### Supply network, run 1

Drawn at 4 px/um. Pins as bars on the die edge.
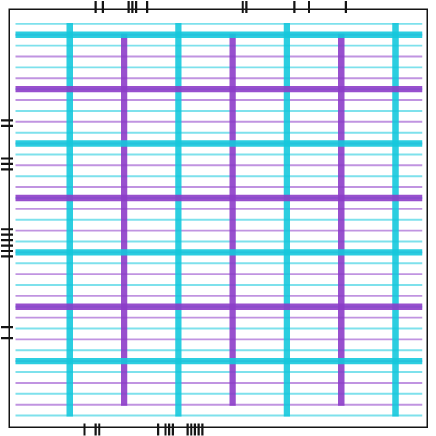
### Placement by cell class, run 1

Drawn at 4 px/um. Fill, decap, tap and diode cells in gray.
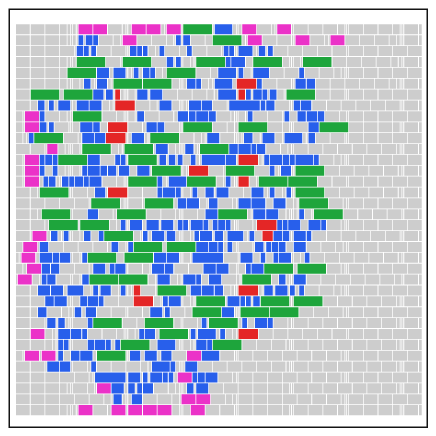
### Sequential cells grouped by signal name, run 1

Drawn at 4 px/um. Other sequential cells in the stronger gray, the rest of the logic in the fainter gray.
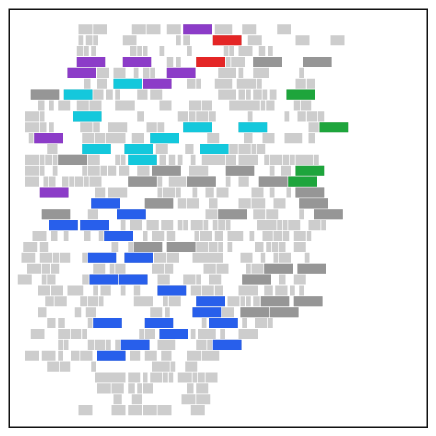
### Clock wires, drivers and flops, run 1

Drawn at 6 px/um.
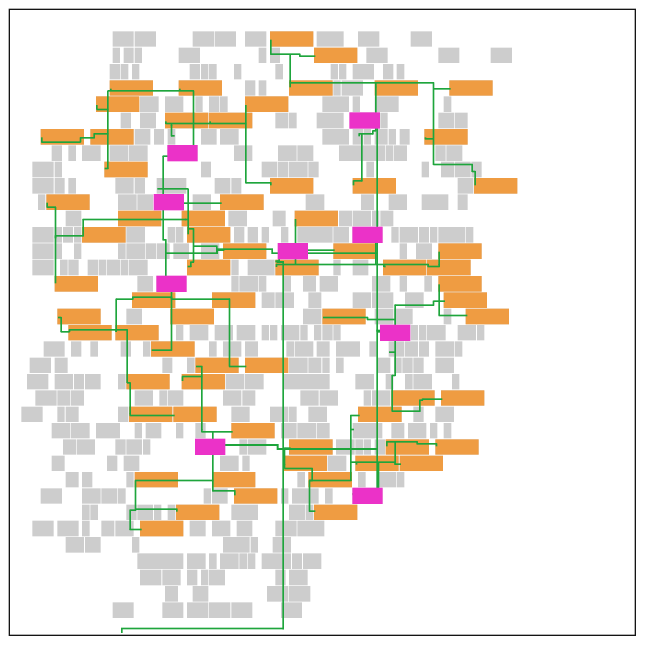
### src/rtl/uart_tx_engine_pkg.sv
`default_nettype none
// ============================================================================
// Module      : uart_tx_engine_pkg
// Description : Definitions shared by the UART transmit engine: the FSM state
//               encoding, the frame and counter sizes, the default baud
//               counter width and the parity helper functions.
// Ports       : none (package)
// Revision    : 1.0 - initial release
// ============================================================================
package uart_tx_engine_pkg;

  typedef enum logic [1:0] {
    ST_IDLE  = 2'd0,
    ST_LOAD  = 2'd1,
    ST_SHIFT = 2'd2
  } tx_state_t;

  localparam int FRAME_BITS     = 11;
  localparam int BIT_CNT_W      = 4;
  localparam int DEFAULT_BAUD_W = 19;

  // Even parity bit: makes the total count of ones (data + parity) even.
  function automatic logic even_parity7(input logic [6:0] d);
    return ^d;
  endfunction

  function automatic logic even_parity8(input logic [7:0] d);
    return ^d;
  endfunction

endpackage : uart_tx_engine_pkg
`default_nettype wire

### src/rtl/uart_tx_engine_frame_decode.sv
`default_nettype none
// ============================================================================
// Module      : tx_frame_decode
// Description : Combinational decode of frame bits 9 and 10 from the latched
//               character configuration and data byte.
// Ports       : eight  - 1 = 8 data bits, 0 = 7 data bits
//               pen    - parity enable
//               ohel   - 1 = odd parity, 0 = even parity
//               data   - latched byte
//               bit_9  - frame bit 9 (d7 or 7-bit parity or idle 1)
//               bit_10 - frame bit 10 (8-bit parity or 1)
// Revision    : 1.0 - initial release
// ============================================================================
module tx_frame_decode
  import uart_tx_engine_pkg::*;
(
  input  logic       eight,
  input  logic       pen,
  input  logic       ohel,
  input  logic [7:0] data,
  output logic       bit_9,
  output logic       bit_10
);

  always_comb begin
    bit_9  = 1'b1;
    bit_10 = 1'b1;
    if (eight) begin
      bit_9 = data[7];
      if (pen) begin
        // Odd parity is simply the complement of even parity.
        bit_10 = ohel ? ~even_parity8(data) : even_parity8(data);
      end
    end else if (pen) begin
      bit_9 = ohel ? ~even_parity7(data[6:0]) : even_parity7(data[6:0]);
    end
  end

endmodule : tx_frame_decode
`default_nettype wire

### src/rtl/uart_tx_engine.sv
`default_nettype none
// ============================================================================
// Module      : uart_tx_engine
// Description : UART transmit controller. Latches a byte and its frame
//               configuration, builds an 11-bit frame and shifts it out LSB
//               first on tx, one bit per max(baud_k,1) clocks.
// Ports       : clk      - system clock, rising edge
//               reset    - synchronous active-high reset
//               load     - write strobe, honoured only while tx_ready
//               data     - byte to transmit
//               EIGHT    - 1 = 8 data bits, 0 = 7 data bits
//               PEN      - parity enable
//               OHEL     - 1 = odd parity, 0 = even parity
//               baud_k   - clocks per bit (0 behaves as 1)
//               tx       - serial output, idles high
//               tx_ready - idle and able to accept load
//               tx_done  - one-cycle pulse at frame completion
// Revision    : 1.0 - initial release
// ============================================================================
module uart_tx_engine
  import uart_tx_engine_pkg::*;
#(
  parameter int BAUD_W = DEFAULT_BAUD_W
) (
  input  logic              clk,
  input  logic              reset,
  input  logic              load,
  input  logic [7:0]        data,
  input  logic              EIGHT,
  input  logic              PEN,
  input  logic              OHEL,
  input  logic [BAUD_W-1:0] baud_k,
  output logic              tx,
  output logic              tx_ready,
  output logic              tx_done
);

  localparam logic [BIT_CNT_W-1:0] LAST_BIT = BIT_CNT_W'(FRAME_BITS - 1);

  tx_state_t                state;
  logic [7:0]               data_q;
  logic                     eight_q;
  logic                     pen_q;
  logic                     ohel_q;
  logic [BAUD_W-1:0]        baud_max;
  logic [BAUD_W-1:0]        baud_cnt;
  logic [BIT_CNT_W-1:0]     bit_cnt;
  logic [FRAME_BITS-1:0]    shift_reg;
  logic                     bit_9;
  logic                     bit_10;
  logic [FRAME_BITS-1:0]    frame;

  tx_frame_decode u_frame_decode (
    .eight  (eight_q),
    .pen    (pen_q),
    .ohel   (ohel_q),
    .data   (data_q),
    .bit_9  (bit_9),
    .bit_10 (bit_10)
  );

  // LSB leaves first: start, d0..d6, bit_9, bit_10, stop.
  assign frame = {1'b1, bit_10, bit_9, data_q[6:0], 1'b0};

  // The shift register idles all ones, so tx is high whenever no frame is
  // in flight and always comes straight from a flop.
  assign tx = shift_reg[0];

  always_ff @(posedge clk) begin
    if (reset) begin
      state     <= ST_IDLE;
      data_q    <= '0;
      eight_q   <= 1'b0;
      pen_q     <= 1'b0;
      ohel_q    <= 1'b0;
      baud_max  <= '0;
      baud_cnt  <= '0;
      bit_cnt   <= '0;
      shift_reg <= '1;
      tx_ready  <= 1'b1;
      tx_done   <= 1'b0;
    end else begin
      tx_done <= 1'b0;
      case (state)
        ST_IDLE: begin
          if (load) begin
            data_q   <= data;
            eight_q  <= EIGHT;
            pen_q    <= PEN;
            ohel_q   <= OHEL;
            // Store the terminal count so baud_k=0 and baud_k=1 coincide.
            baud_max <= (baud_k == '0) ? '0 : baud_k - BAUD_W'(1);
            tx_ready <= 1'b0;
            state    <= ST_LOAD;
          end
        end

        ST_LOAD: begin
          shift_reg <= frame;
          bit_cnt   <= '0;
          baud_cnt  <= '0;
          state     <= ST_SHIFT;
        end

        ST_SHIFT: begin
          if (baud_cnt == baud_max) begin
            baud_cnt  <= '0;
            shift_reg <= {1'b1, shift_reg[FRAME_BITS-1:1]};
            if (bit_cnt == LAST_BIT) begin
              bit_cnt  <= '0;
              tx_ready <= 1'b1;
              tx_done  <= 1'b1;
              state    <= ST_IDLE;
            end else begin
              bit_cnt <= bit_cnt + BIT_CNT_W'(1);
            end
          end else begin
            baud_cnt <= baud_cnt + BAUD_W'(1);
          end
        end

        default: begin
          shift_reg <= '1;
          tx_ready  <= 1'b1;
          state     <= ST_IDLE;
        end
      endcase
    end
  end

endmodule : uart_tx_engine
`default_nettype wire
### config.mk
export PLATFORM = sky130hd
export DESIGN_NAME = uart_tx_engine
export DESIGN_NICKNAME = d
export VERILOG_FILES = /design/src/rtl/uart_tx_engine_pkg.sv /design/src/rtl/uart_tx_engine_frame_decode.sv /design/src/rtl/uart_tx_engine.sv
export SDC_FILE = /design/constraint.sdc
export NUM_CORES = 1
export LEC_CHECK = 0
export CORE_UTILIZATION = 33
export DETAILED_ROUTE_END_ITERATION = 6
export PLACE_DENSITY = 0.62
export SLEW_MARGIN = 15
export SYNTH_ARGS = -nofsm -noshare
export SYNTH_HDL_FRONTEND = slang
export SYNTH_SLANG_ARGS = --single-unit
### constraint.sdc
create_clock -name clk -period 5.3 [get_ports clk]
set_clock_uncertainty 0.05 [all_clocks]
set_input_delay 1.06 -clock clk [delete_from_list [all_inputs] [get_ports clk]]
set_output_delay 1.06 -clock clk [all_outputs]
set_load 0.02 [all_outputs]
==> CHANGELOG.md, run 1 <==
### Physical design

- Slowest CP cell: or3_4
- Clk slew on worst S/H paths: approximately 70 ps
- Std cell rows: 36
- CLK BUF: 12
- Post-synth EDFFs: 0
- Relative slew slack: between 20% and 30%
- Comb area share: roughly 48%
- Post-route setup slack: between 2000 and 2500 ps
- RR Startpoint: state[0]
- Cell Pwr Density: about 380 mW/mm^2
- Yosys cell types: between 40 and 50
- Setup violations, final: 0
- Largest cells by area after synthesis: dfxtp_1, xnor2_1, nor2_1, xor2_1, nand2_1
- GPL Wtd Cong: just under 0.8
- Simple-Gate Area Share: between 20% and 30%
- Fmax: 340.2 MHz
- Initial Util: about a third
- Max Cap Viol: 0
- Worst slew pin tran: 1088 ps
- Comb gate area: about 0.0020 sq mm
- DR vias/cell: 4.920
- Clock root buffer: clkbuf_8
- CTS sink cnt: approximately 67
- # port buffers: 35
- Bufs w/o clock: 36
- Per-cell routed wire length: between 10 and 15 um
- Most instantiated library cell after synthesis: dfxtp_1
- Pin count of the biggest net entering global routing: 32
- CTS Hold Bufs: 0
- Final Max Tran Viols: 0
- WHS Endpoint: ohel_q
- Critical path capture point type: register
- WL final: between 7000 and 8000 um
- Post-route setup TNS: 0 ps
- Clock buf/inv share: 4.446%
- Vias in the first global route: about 2.7k
- Post-CTS setup repair buffer count: 0
- Hold wc startpoint: ohel_q
- Area reported by Yosys stat: 0.003441 sq mm
- Via count: about 2.8k
- Post-detail-place hpwl: 5399 um
- Register share after synthesis: between 30% and 40%
- Status: finished clean
- Largest class: multi-input combinational cells
- Final net count: around 470
- RSZ-0062 raised after global routing: false
- Die Size: 0.01084 sq mm
- CTS tree: yes
- Initial DRC Count: approximately 100
- Diodes inserted: 0
- Synth top cells by count: dfxtp_1, nor2_1, nand2_1, xnor2_1, a21oi_1
- Post-synthesis cell area: 0.003441 sq mm
- Async S/R FF share, synth: 0%
- Flip-flop and latch count: 67
- Synth area leader: dfxtp_1
- Primary FF master, synth: dfxtp_1
- Levels on crit path: 7
- Number of gates resized after CTS: 0
- Adder Area Share: roughly 2.9%
- Share of cells above drive strength 1: about 6.7%
- Register-to-Register Path Depth: 8
- Cycle use final: between 50% and 60%
- CTS Buf Count: 9
- Commonest non-fill, non-tap cell in the layout: dfxtp_1
- ANT nets after route: 0
- XOR/XNOR Fraction of Synth Area: 14.76%
- Hold Path Stages: 2
- Crit-path max cell delay: approximately 500 ps
- DR pass1 iterations: 4
- GRT overflow: 0
- Fill cells: 996
- Req. time, crit path: 5480 ps
- Syn avg cell area: a little under 9 sq um
- Crit path time final: 2939 ps
- Crit Path Class: in2reg
- Mux area share: less than 1%
- CP Capture Point: baud_max[0]
- CP Data Arrival Time: approximately 3100 ps
- Ys Warns: 0
- Signal buf overhead: 8.830%
- Top Layout Cells: dfxtp_1, nor2_1, nand2_1
- Final hold vios: 0
- # IOs: 36
- Tapcell Cnt: about 130
- CP delay by family, top: simple AND/OR/NAND/NOR gates
- Kind of start point of the critical path: primary input
- Clk ins delay skew pair: approximately 340 ps
- Area share, top type: 38.98%
- # Cells Yosys: slightly below 400
- # H-tree levels: 3
- Mapped Cells: around 400
- Worst setup path startpoint: baud_k[3]
- Critical path buffers and inverters: 1
- Area Overhead vs Synth: 17.78%
- Clock Tree Buf Depth: 2
- Synthesized Nets: 439
- R2R Setup Slk: ~2500 ps
- Cell Chain, Critical Path: clkdlybuf4s50_1 > nor3_1 > nand3b_1 > or3_4 > and2_4 > a22oi_1 > nor2_1
- Total GRT Usage: approximately 15%
- Global-route wire length before repair: roughly 13000 um
Back to the opening pictures, 'Supply network':
purple -> VDD
cyan -> VSS
met1 rails = 37
met4 straps = 7
rows = 36
met5 straps = 7
Die Ht: 104.1 um
Max VDD drop: 170.4 uV
core area: 0.009955 sq mm
Die Wd: 104.1 um

Back to the opening pictures, 'Placement by cell class':
blue -> all other logic  # cells 314, share of their area 52%
magenta -> other buffers and delay cells  # cells 36, share of their area 9.2%
green -> flops  # cells 67, share of their area 35%
red -> clock drivers and dummy loads  # cells 16, share of their area 4.6%

Back to the opening pictures, 'Sequential cells grouped by signal name':
red -> state  # flops 2
blue -> baud_max  # flops 19
cyan -> shift_reg  # flops 10
purple -> data_q  # flops 8
green -> bit_cnt  # flops 4
not colored = 24
Reg area: 0.001341 sq mm
Seq group: 645 uW
sequential share of cell area: 33.10%
Util after Layout: 40.71%

Back to the opening pictures, 'Clock wires, drivers and flops':
green -> clock wires  # length 845 um
magenta -> cells driving clock nets  # count 9
orange -> flip-flops  # count 67
routed clock nets = 10

==> run 1: per-stage QoR <==
stage / area (sq um) / hold slack (ps) / utilization, % / power, uW / std cells
floorplan: 3441 / 385.1 / - / 1043 / 398
global placement: 3872 / 393.8 / 38.90 / 1147 / 550
detailed placement: 3872 / 403.5 / 38.90 / 1160 / 550
CTS: 4053 / 418.6 / 40.71 / 1546 / 566
global route: 4053 / 445.7 / 40.71 / 1638 / 566
finish: 4053 / 416.4 / 40.71 / 1530 / 566
==> run 1: metal layers <==
layer  wire length (um)  track usage [%]  up-vias
li1                   -                -     1448
met1               3630            18.89     1305
met2               3455            23.71       24
met3                161            2.506        8
met4                124            6.429        0
met5                  0                0        -
==> run 1: report_power, final <==
group	total [uW]	switching, uW	internal (uW)
registers	645	60.3	585
clock network	384	190	194
logic	501	293	208
total	1530	543	986
==> run 2, diff against run 1 <==
==> constraint.sdc (replaced) <==
create_clock -name clk -period 2.9 [get_ports clk]
set_clock_uncertainty 0.05 [all_clocks]
set_input_delay 0.58 -clock clk [delete_from_list [all_inputs] [get_ports clk]]
set_output_delay 0.58 -clock clk [all_outputs]
set_load 0.02 [all_outputs]
==> CHANGELOG.md, run 2 <==
### Physical design

- # Cells Yosys: between 300 and 400
- # IOs: 36
- Seq pwr share: between 30% and 40%
- GRT met2 Usage: 23.48%
- Die Ht: ~100 um
- Non-filler cells, final: about 570
- Comb power frac: around a third
- Per-cell routed wire length: about 13 um
- Clock net power: slightly below 900 uW
- Vias in the first global route: roughly 2.7k
- Post-route setup TNS: 0 ps
- Sequential share of cell area: 32.31%
- Post-detail-place hpwl: 5656 um
- Async S/R FF share, synth: 0%
- Die Size: ~0.011 sq mm
- CP delay by family, top: simple AND/OR/NAND/NOR gates
- Sw Ratio: around a third
- Ys Warns: 0
- Flip-flop and latch count: 67
- Via count: around 2.8k
- R2R Setup Slk: ~550 ps
- Reg area: 0.001341 sq mm
- DR vias/cell: between 4 and 5
- Final hold vios: 0
- Comb area share: between 40 and 50%
- Die Wd: around 100 um
- Primary FF master, synth: dfxtp_1
- Req. time, crit path: a little over 3000 ps
- CTS tree: yes
- Clock Tree Buf Depth: 2
- Final Max Tran Viols: 0
- Share of cells above drive strength 1: approximately 8.4%
- Adder Area Share: about 2.9%
- CP Data Arrival Time: about 2600 ps
- Largest cells by area after synthesis: dfxtp_1, xnor2_1, nor2_1, xor2_1, nand2_1
- Routed met3 length: about 170 um
- Fill cells: between 900 and 1k
- XOR/XNOR Fraction of Synth Area: 14.76%
- Post-synthesis cell area: roughly 0.0034 sq mm
- Largest Pwr Group: sequential cells
- DR pass1 iterations: 4
- Post-synth EDFFs: 0
- Gr busiest metal: met2
- ANT nets after route: 0
- Fmax: ~420 MHz
- Max Cap Viol: 0
- Clock power frac: 29.3%
- Cycle use final: between 80 and 90%
- CTS Hold Bufs: 0
- Hold wc startpoint: shift_reg[4]
- Setup violations, final: 0
- Std cell rows: 36
- Top Metal Used: met4
- Met1 wire length: 3723 um
- Logic family by area: simple AND/OR/NAND/NOR gates
- Commonest non-fill, non-tap cell in the layout: dfxtp_1
- Synthesized Nets: ~440
- Clock buf/inv share: approximately 5.5%
- Most instantiated library cell after synthesis: dfxtp_1
- Yosys cell types: about 47
- Post-route setup slack: between 400 and 500 ps
- GPL Wtd Cong: 0.7900
- WL final: approximately 7600 um
- Total power draw: 3006 uW
- # port buffers: 35
- RR Startpoint: baud_cnt[7]
- Worst slew pin tran: 575.7 ps
- Placed cells: approximately 560
- Simple-Gate Area Share: 22.36%
- M1 GR Usage: 19.17%
- # H-tree levels: 3
- Status: finished clean
- Critical path capture point type: register
- CLK BUF: 9
- Global-route wire length before repair: ~13000 um
- Synth area leader: dfxtp_1
- Core area: ~0.01 sq mm
- Kind of start point of the critical path: primary input
- Worst setup path startpoint: baud_k[3]
- Sw Pwr: 1047 uW
- RSZ-0062 raised after global routing: false
- Hold Path Stages: 1
- Comb power: 944 uW
- Post-DP Area: between 0.003 and 0.004 sq mm
- Comb gate area: 0.001958 sq mm
- CTS Buf Count: 9
- Top Layout Cells: dfxtp_1, nor2_1, nand2_1
- Slowest CP cell: clkdlybuf4s50_1
- GRT overflow: 0
- Syn avg cell area: 8.645 sq um
- Crit-path max cell delay: ~460 ps
- Clk ins delay skew pair: about 360 ps
- Clk slew on worst S/H paths: 80 ps
- WHS Endpoint: shift_reg[4]
- Area share, top type: about two fifths
- Initial DRC Count: roughly 130
- Relative slew slack: 61.62%
- Crit path time final: 2403 ps
- Area reported by Yosys stat: around 0.0034 sq mm
- Hold slack: 421.1 ps
- Register-to-Register Path Depth: 6
- Max VDD drop: about 270 uV
- Number of gates resized after CTS: 0
- Synth top cells by count: dfxtp_1, nor2_1, nand2_1, xnor2_1, a21oi_1
- Tapcell Cnt: 133
- Register share after synthesis: 38.98%
- CTS sink cnt: approximately 67
- Pin count of the biggest net entering global routing: 47
- Seq group: 1180 uW
- Clock root buffer: clkbuf_8
run 2: netlist changes by cell type in the layout (fill, tap and decap cells not counted):
cell,before,now
buf_4,1,8
clkinv_4,0,4
bufinv_16,0,2
clkbuf_8,11,9
clkinv_2,2,0
clkbuf_1,1,0
clkinvlp_4,2,1
run 2: worst max-delay path by stage:
stage | cells past startpoint | slack, ps | end
6_report | 7 | 500 | baud_max[0]
5_1_grt | 7 | 320 | baud_max[4]
4_1_cts | 7 | 500 | baud_max[0]
2_1_floorplan | 7 | 650 | baud_max[10]
3_3_place_gp | 7 | 180 | baud_max[4]
3_5_place_dp | 7 | 130 | baud_max[16]
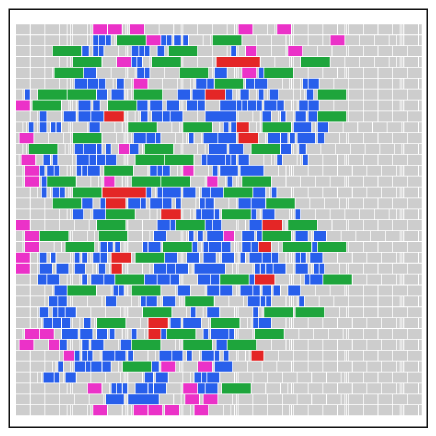
*Placement by cell class, run 2*
Drawn at 4 px/um. Fill, decap, tap and diode cells in gray.
red -> clock drivers and dummy loads  # cells 16, share of their area 5.7%
magenta -> other buffers and delay cells  # cells 43, share of their area 10%
blue -> all other logic  # cells 314, share of their area 50%
green -> flops  # cells 67, share of their area 34%
finished layout cell area: 0.004151 sq mm
Util after Layout: 41.70%

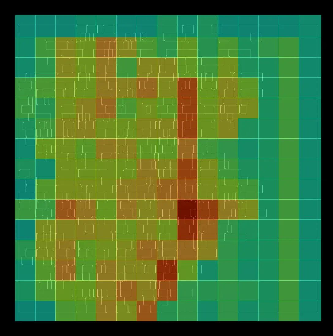
*Track usage over the die, run 2*
Total GRT Usage: 14.65%
routing usage on met3: 2.569%

==> run 3, diff against run 2 <==
==> constraint.sdc (replaced) <==
create_clock -name clk -period 2.4 [get_ports clk]
set_clock_uncertainty 0.05 [all_clocks]
set_input_delay 0.48 -clock clk [delete_from_list [all_inputs] [get_ports clk]]
set_output_delay 0.48 -clock clk [all_outputs]
set_load 0.02 [all_outputs]
==> CHANGELOG.md, run 3 <==
### Physical design

- Internal: roughly 2500 uW
- Core area: 0.009955 sq mm
- Post-route setup TNS: 0 ps
- Initial DRC Count: about 130
- Cell Pwr Density: 868.5 mW/mm^2
- CTS Buf Count: 9
- DR vias/cell: between 4 and 5
- XOR/XNOR Fraction of Synth Area: 14.76%
- Post-CTS setup repair buffer count: 0
- Hold slack: approximately 420 ps
- Clk ins delay skew pair: roughly 340 ps
- RR Startpoint: state[0]
- Logic family by area: simple AND/OR/NAND/NOR gates
- Vias in the first global route: about 2.8k
- GRT met2 Usage: 24.33%
- Critical path buffers and inverters: 1
- Via count: around 3k
- Final net count: roughly 500
- Clock root buffer: clkbuf_8
- Post-synth EDFFs: 0
- ANT nets after route: 0
- Routed met3 length: slightly below 200 um
- Die Size: 0.01084 sq mm
- RSZ-0062 raised after global routing: false
- Per-cell routed wire length: ~13 um
- WL final: between 7000 and 8000 um
- Post-synthesis cell area: approximately 0.0034 sq mm
- CTS tree: yes
- Top Metal Used: met4
- Sw Pwr: around 1200 uW
- Area Overhead vs Synth: 26.91%
- Clock power frac: 30.8%
- Most instantiated library cell after synthesis: dfxtp_1
- Final hold vios: 0
- Crit Path Class: reg2reg
- Synth area leader: dfxtp_1
- DR pass1 iterations: 4
- Largest Pwr Group: sequential cells
- Slowest CP cell: or4_4
- # port buffers: 35
- Final Max Tran Viols: 0
- Clock Tree Buf Depth: 2
- Number of gates resized after CTS: 0
- Diodes inserted: 0
- Seq pwr share: a little under two fifths
- Hold Path Stages: 1
- Pin count of the biggest net entering global routing: 32
- Max VDD drop: 445.0 uV
- Post-detail-place hpwl: approximately 5600 um
- Yosys cell types: ~47
- Comb power frac: a little under a third
- GRT overflow: 0
- Clk slew on worst S/H paths: approximately 80 ps
- CTS sink cnt: 67
- Mapped Cells: ~400
- Crit path time final: approximately 2200 ps
- CP Capture Point: baud_cnt[18]
- Worst setup path startpoint: state[0]
- Crit-path max cell delay: 540 ps
- Top Layout Cells: dfxtp_1, nor2_1, nand2_1
- Fmax: about 450 MHz
- Share of cells above drive strength 1: approximately an eighth
- Clock net power: around 1200 uW
- Area share, top type: 38.98%
- Area reported by Yosys stat: roughly 0.0034 sq mm
- Synthesized Nets: ~440
- CTS Hold Bufs: 0
- Cell Chain, Critical Path: inv_1 > ha_1 > nand4_1 > or4_4 > nor4_1 > xnor2_1 > nor2_1
- Fill cells: ~990
- Levels on crit path: 7
- Status: finished clean
- Adder Area Share: 2.909%
- Max Cap Viol: 0
- Std cell rows: 36
- Gr busiest metal: met2
- Largest cells by area after synthesis: dfxtp_1, xnor2_1, nor2_1, xor2_1, nand2_1
- Simple-Gate Area Share: between 20% and 30%
- # IOs: 36
- GPL Wtd Cong: 0.7921
run 3: cell counts after synthesis:
No cell type changed its count.
run 3: metrics by stage:
step	instances	area, sq um	utilization, %	setup slack, ps	total power, uW
floorplan	398	3441	-	246.6	2302
global placement	581	4118	41.37	-112.5	2624
CTS	597	4367	43.87	170.0	3817
detailed placement	581	4118	41.37	-157.8	2649
global route	597	4367	43.87	55.18	4029
finish	597	4367	43.87	186.8	3793
run 3: cell type report:
class                      count  area, sq um  area share [%]
multi-input combinational    301         1958           44.84
sequential                    67         1341           30.72
inverter                      13        48.80           1.117
clock inverter                 6        111.4           2.550
clock buffer                  10        137.6           3.152
timing repair buffer          67        603.1           13.81
tap                          133        166.4           3.811
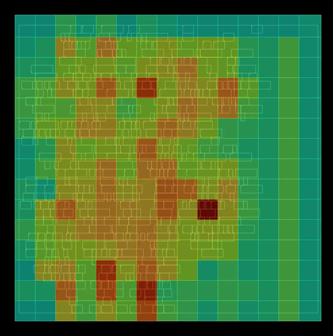
*Track usage over the die, run 3*
Util after Layout: 43.87%
Total GRT Usage: 14.79%
routing usage on met3: 2.068%

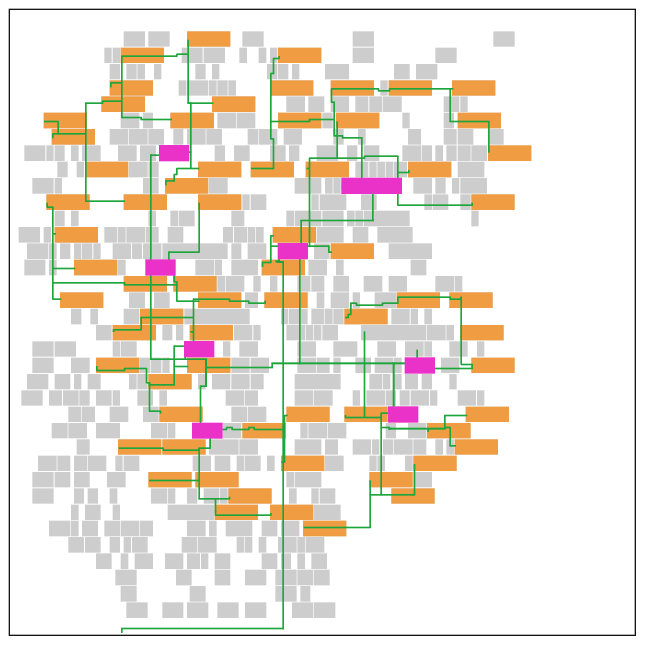
*Clock wires, drivers and flops, run 3*
Drawn at 6 px/um.
magenta -> cells driving clock nets  # count 9
green -> clock wires  # length 890 um
orange -> flip-flops  # count 67
routed clock nets = 10

Power and IR drop assume default switching activity.
